File: src/rtl/mult8_shared_sequencer.sv
// mult8_shared_sequencer: two-port round-robin scheduler computing 8x8
// unsigned products by running one 4x4 array multiplier over four steps.

// 4x4 unsigned combinational array multiplier (shift-and-add of partial products).
module mult8_core4x4 (
  input  logic [3:0] a_i,
  input  logic [3:0] b_i,
  output logic [7:0] p_o
);

  // Sum the partial products a << j for every set bit j of b.
  always_comb begin
    p_o = '0;
    for (int unsigned j = 0; j < 4; j++) begin
      if (b_i[j]) begin
        p_o = p_o + ({4'b0000, a_i} << j);
      end
    end
  end

endmodule

module mult8_shared_sequencer (
  input  logic        clk,
  input  logic        rst,
  input  logic        req_valid_0,
  output logic        req_ready_0,
  input  logic [7:0]  req_a_0,
  input  logic [7:0]  req_b_0,
  input  logic        req_valid_1,
  output logic        req_ready_1,
  input  logic [7:0]  req_a_1,
  input  logic [7:0]  req_b_1,
  output logic        resp_valid,
  input  logic        resp_ready,
  output logic        resp_id,
  output logic [15:0] resp_product,
  output logic        busy
);

  typedef enum logic [1:0] {
    S_IDLE = 2'd0,
    S_MUL  = 2'd1,
    S_DONE = 2'd2
  } state_t;

  state_t      state_q, state_d;
  logic [7:0]  a_q, a_d;
  logic [7:0]  b_q, b_d;
  logic        id_q, id_d;
  logic        last_id_q, last_id_d;
  logic [15:0] acc_q, acc_d;
  logic [1:0]  step_q, step_d;
  logic        busy_q, busy_d;

  logic        any_valid;
  logic        grant;
  logic        idle;
  logic [3:0]  core_a;
  logic [3:0]  core_b;
  logic [7:0]  core_p;
  logic [15:0] addend;

  // Arbitration: a lone requester wins; on contention the port that did not win last time wins.
  always_comb begin
    any_valid   = req_valid_0 | req_valid_1;
    grant       = (req_valid_0 && req_valid_1) ? ~last_id_q : req_valid_1;
    idle        = (state_q == S_IDLE);
    req_ready_0 = idle && !rst && any_valid && (grant == 1'b0);
    req_ready_1 = idle && !rst && any_valid && (grant == 1'b1);
  end

  // Nibble selection for the shared core, driven from the latched operands.
  always_comb begin
    core_a = step_q[1] ? a_q[7:4] : a_q[3:0];
    core_b = step_q[0] ? b_q[7:4] : b_q[3:0];
  end

  mult8_core4x4 u_core (
    .a_i (core_a),
    .b_i (core_b),
    .p_o (core_p)
  );

  // Align the partial product to its weight for the current step.
  always_comb begin
    case (step_q)
      2'd0:       addend = {8'h00, core_p};
      2'd1, 2'd2: addend = {4'h0, core_p, 4'h0};
      default:    addend = {core_p, 8'h00};
    endcase
  end

  // Next-state and datapath update for the IDLE -> MUL -> DONE sequence.
  always_comb begin
    state_d   = state_q;
    a_d       = a_q;
    b_d       = b_q;
    id_d      = id_q;
    last_id_d = last_id_q;
    acc_d     = acc_q;
    step_d    = step_q;
    case (state_q)
      S_IDLE: begin
        if (any_valid) begin
          a_d       = grant ? req_a_1 : req_a_0;
          b_d       = grant ? req_b_1 : req_b_0;
          id_d      = grant;
          last_id_d = grant;
          acc_d     = '0;
          step_d    = '0;
          state_d   = S_MUL;
        end
      end
      S_MUL: begin
        acc_d  = acc_q + addend;
        step_d = step_q + 2'd1;
        if (step_q == 2'd3) begin
          state_d = S_DONE;
        end
      end
      S_DONE: begin
        if (resp_ready) begin
          state_d = S_IDLE;
        end
      end
      default: state_d = S_IDLE;
    endcase
    busy_d = (state_d != S_IDLE);
  end

  // State and datapath registers with synchronous reset.
  always_ff @(posedge clk) begin
    if (rst) begin
      state_q   <= S_IDLE;
      a_q       <= '0;
      b_q       <= '0;
      id_q      <= 1'b0;
      last_id_q <= 1'b1;
      acc_q     <= '0;
      step_q    <= '0;
      busy_q    <= 1'b0;
    end else begin
      state_q   <= state_d;
      a_q       <= a_d;
      b_q       <= b_d;
      id_q      <= id_d;
      last_id_q <= last_id_d;
      acc_q     <= acc_d;
      step_q    <= step_d;
      busy_q    <= busy_d;
    end
  end

  assign resp_valid   = (state_q == S_DONE);
  assign resp_product = acc_q;
  assign resp_id      = id_q;
  assign busy         = busy_q;

endmodule

File: config.mk
export PLATFORM = sky130hd
export DESIGN_NAME = mult8_shared_sequencer
export DESIGN_NICKNAME = d
export VERILOG_FILES = /design/src/rtl/mult8_shared_sequencer.sv
export SDC_FILE = /design/constraint.sdc
export NUM_CORES = 1
export LEC_CHECK = 0
export CAP_MARGIN = 20
export CORE_ASPECT_RATIO = 0.5
export CORE_MARGIN = 2
export CORE_UTILIZATION = 40
export CTS_BUF_LIST = sky130_fd_sc_hd__clkbuf_8
export DETAILED_ROUTE_END_ITERATION = 8
export SETUP_SLACK_MARGIN = 0.15
export SYNTH_ARGS = -nofsm -noshare
export SYNTH_HDL_FRONTEND = slang
export SYNTH_SLANG_ARGS = --single-unit
export TNS_END_PERCENT = 1
File: constraint.sdc
create_clock -name clk -period 17.6 [get_ports clk]
set_clock_uncertainty 0.2 [all_clocks]
set_input_delay 5.28 -clock clk [delete_from_list [all_inputs] [get_ports clk]]
set_output_delay 5.28 -clock clk [all_outputs]
set_load 0.005 [all_outputs]
**Port wiring**

The bar under the picture is 50 µm long.
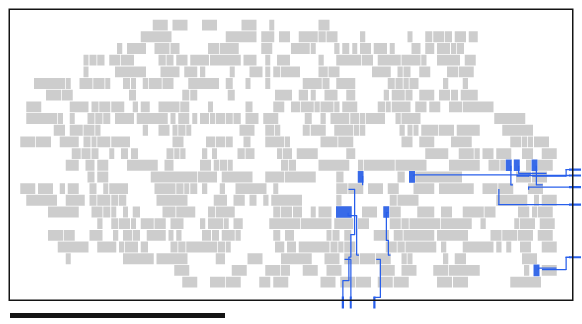
- req_b_1: blue (bits 8; direction input; end cells 8; wire 189 µm)
I/O pins: 58
count of port buffers added during placement: 57

**Signal wires on met1**

The bar under the picture is 50 µm long. Supply wires on this layer in grey. Cells faint in the background.
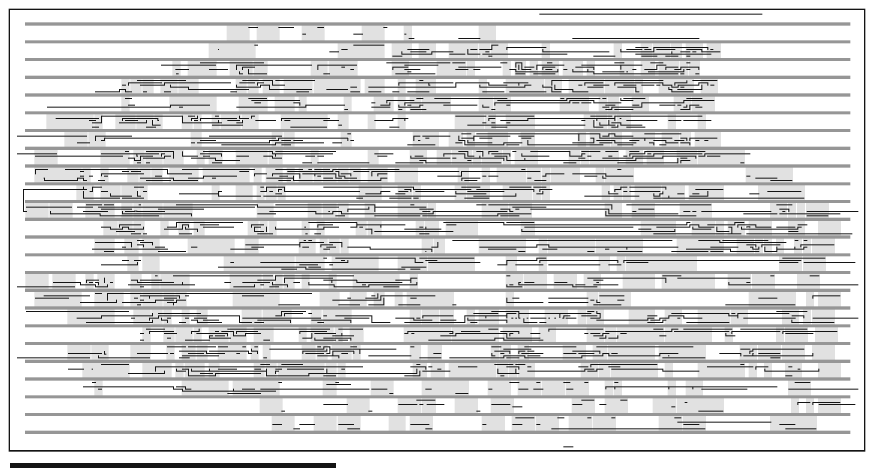
- main direction: horizontal
- wire length on this layer: 4410 µm
- longest straight run: 34.0 µm
GRT met1 Usage: 0.280
total wire length after detailed routing: 8.47 mm
routed vias: 3120

==> design notes <==
The tools report the area used by multi-input combinational logic as 2300 µm². Summed over all instances, the cell type with the most area after synthesis is sky130_fd_sc_hd__dfxtp_1. The initial antenna violation count is 0. Final cell count without fillers: 575.

STA classifies the critical path endpoint as a primary output. The worst hold path begins at resp_id. Share of power burned in combinational logic: 0.270. The run finished with clean final reports. The post-detailed-placement cell area was 3870 µm²; the antenna diode count was 0. In the finished design the tool counted flip-flops and latches totalling 39. The total routing usage reported by global routing was 0.201; the clock-pin slew on the worst setup and hold paths was 0.08 ns. The highest-count logic cell in the final layout was sky130_fd_sc_hd__nand2_1. The number of synthesis warnings is 0. The worst setup path is launched from an input pin. Summing every instance area after synthesis gives 3220 µm².

The layout report lists the combined flip-flop and latch area as 781 µm². The final layout report lists a non-clock inverter count of 12. Synthesis produced a netlist with a net count of 480. The wire length of the first global-routing pass was 13.7 mm. Looking at the cell usage after synthesis, the top flip-flop cell is sky130_fd_sc_hd__dfxtp_1. With the layout overhead on the synthesized area at 24.4%, the synthesized area per cell is 7.76 µm².

The run gives 0.0388 as the met3 layer usage reported by global route. From bottom edge to top edge, the die measures 67.4 µm. The run gives 794 for the count of filler cells inserted in the layout. Worst flop-to-flop path endpoint: resp_product[15]. Entering global routing, the biggest net connects 34 pins. The run gives 0.407 for the initial core utilization. The logs give 0.806 for the global placer's final weighted congestion and 0.331 for the global-route met2 utilization. Count of final setup violators: 0.

The most area-hungry cell class in the final design is logic gates. The share of power burned in the clock network is 0.350, and the cell depth of the worst flop-to-flop path is 30. Across all register-to-register paths, the minimum setup slack is 10.57 ns. Clock root buffer master: sky130_fd_sc_hd__clkbuf_8. Hold repair after CTS inserted 0 buffers. The net count of the finished layout is 527. Prior to clock tree synthesis, the placed netlist has a worst setup slack of 4.33 ns. STA puts the critical path data arrival time at 7.82 ns.

The commonest cells after synthesis are sky130_fd_sc_hd__nand2_1 (63), sky130_fd_sc_hd__dfxtp_1 (39), sky130_fd_sc_hd__nor2_1 (35), sky130_fd_sc_hd__a21oi_1 (32), sky130_fd_sc_hd__ha_1 (27). Looking at the reg2reg group, the worst path starts from step_q[1]. The run gives 23 for the standard-cell row count.

The number of gates given a new drive strength after cts is 0. The post-layout period usage of the worst path works out to 0.755. The run gives 0.386 as the max-slew headroom at the worst pin. After layout, the buffer instance count without clock buffers stands at 62.

Hold timing on the final database bottoms out at a slack of 0.261 ns. The maximum clock frequency is 75.2 MHz. The leakage power came out at 0.00161 µW.

After synthesis, the chip area reported by Yosys is 3220 µm². Worst setup path endpoint: req_ready_0. The critical path in this run is classified as input pin to primary output. The combined buffer and inverter count along the critical path is 3, and the highest net fanout along the worst path is 23. In this run the power density over the cells is 65.3 nW/µm².

Number of buffers on the longest clock path: 2. The data required time at the worst endpoint was 12.12 ns. The number of multi-input combinational cells in the layout is 342. With the portion of the layout cell area used by non-clock buffers at 0.152, the cell count along the critical path is 6.

The final cell utilization of the core is 0.506, and the width of the die is 131 µm. For the tap cell count, the log shows 112. The terminating pin of the worst hold path is resp_id.

The run gives 0.380 as the proportion of power drawn by flip-flops and latches. The number of warnings in the stage logs is 27, and the instance tally after logic synthesis is 415. In the post-route analysis, the smallest setup slack over all paths is 4.30 ns. Setup repair after global routing left no endpoint under its margin.

Among all cell types in the netlist, the one instantiated most often is sky130_fd_sc_hd__nand2_1. Looking at the clock tree report, the H-tree level count equals 2. In this run the VDD rail shows a maximum IR drop of 0.0416 mV. The cell internal power dissipation was 182 µW. At the pin with the least slew margin, the transition time is 0.920 ns. The type of the worst min-delay path is register to register.

In this run the standard cell core region covers 7910 µm². The share of the final layout cell area in sequential cells was 0.195. Yosys stat counts 415 cells in the synthesized netlist. For reference, the critical path cell chain is clkdlybuf4s50_1 > o21ai_1 > buf_4 > a21oi_1 > nor2b_1 > clkdlybuf4s50_1. TritonCTS reports the number of clock sinks as 39. In the final routed layout, each cell accounts on average for 14.7 µm.

Net switching power of the design: 80.0 µW. For reference, the final report shows the max-slew violation count at 0. The final HPWL from detailed placement is 6.37 mm. In this run the maximum-capacitance check reported violations numbering 0. The combinational power is 70.6 µW, and the DRC violations left is 0. The combinational fraction of the cell area is 0.573. The number of vias per cell works out to 5.43. The run gives 8830 µm² as the die outline area. The library cells used most frequently in the layout, excluding fill and tap cells, are sky130_fd_sc_hd__nand2_1 (63), sky130_fd_sc_hd__clkdlybuf4s50_1 (57), sky130_fd_sc_hd__dfxtp_1 (39), sky130_fd_sc_hd__nor2_1 (35), sky130_fd_sc_hd__a21oi_1 (32). The critical path starts at req_valid_1. The slowest cell on the critical path is sky130_fd_sc_hd__nor2b_1. For the count of cell types in the netlist, the log shows 64. The total CTS buffers came out at 5.

Kind of cell adding the most delay to the critical path: buffers and inverters. The run gives 0 for the final number of hold-violating endpoints. The detailed placer reported the number of placed instances as 567.

The power report lists the clock group at 91.5 µW. The synthesized design contains 0 enable-type register cells. Count of buffers added by post-CTS timing repair for setup: 0. The sequential-cell power consumption is 99.5 µW, and the net switching share of the total power is 0.306. The instance count along the most critical hold path is 1, and the total chip power is 262 µW. Yosys reported a register bit count of 39. For the via count of the first global-routing pass, the log shows 2795.

TritonCTS built the clock tree. Leading power group: sequential cells. The count of routing violations after the opening detailed-route iteration came out at 229.

The biggest cell delay along the critical path came out at 0.64 ns. The share of async-settable or async-resettable flops after synthesis came out at 0. The layout cell share with drive strength beyond 1 came out at 0.0778. The top-area cell type share of the netlist area came out at 0.243. The clock distribution area overhead in the final layout works out to 0.0340. Counting the clock-network buffers in the layout gives 5.

Per the GRT congestion report, total overflow comes to 0.
**Metal layers overlaid**

Two of the layers only.
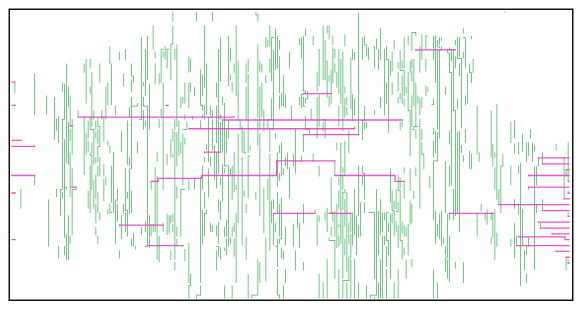
- M2: green (wire length 3650 µm)
- M3: magenta (wire length 378 µm)

**Sequential cells coloured by netlist name**

The bar under the picture is 50 µm long. Other sequential cells in the stronger grey, the rest of the logic in the fainter grey.
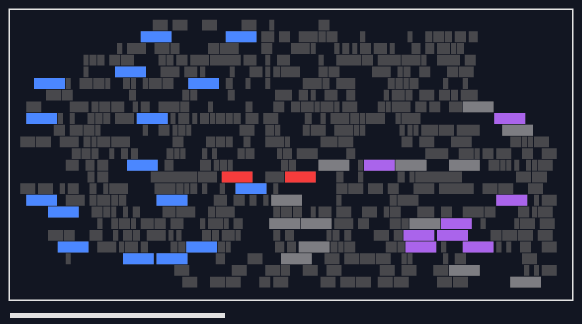
- step_q: red (placed flops 2)
- resp_product: blue (placed flops 16)
- a_q: purple (placed flops 8)
- not coloured: 13

cells by family (layout without fill, tap and decap cells):
family / Yosys count / count (layout) / synth area share
DFF: 39 / 39 / 0.243
xor gates and xnor gates: 17 / 17 / 0.0462
and+or+nand+nor: 160 / 160 / 0.234
muxes: 14 / 14 / 0.0540
adders and majority gates: 29 / 29 / 0.115
buffers and inverters: 34 / 82 / 0.0463
AOI/OAI and AO/OA: 122 / 122 / 0.262
layer usage:
layer  vias to the layer above  wire [µm]
met3                         4        377
li1                       1617          -
met5                         -          0
met2                        62       3650
met4                         0         31
met1                      1437       4410
flip-flops by register name, summed over array words and instances (netlist names):
signal        cells
last_id_q         1
busy              1
a_q               8
step_q            2
b_q               8
resp_product     16
resp_id           1
state_q           2
No activity file was given, so power comes from the tool's default toggle rates.
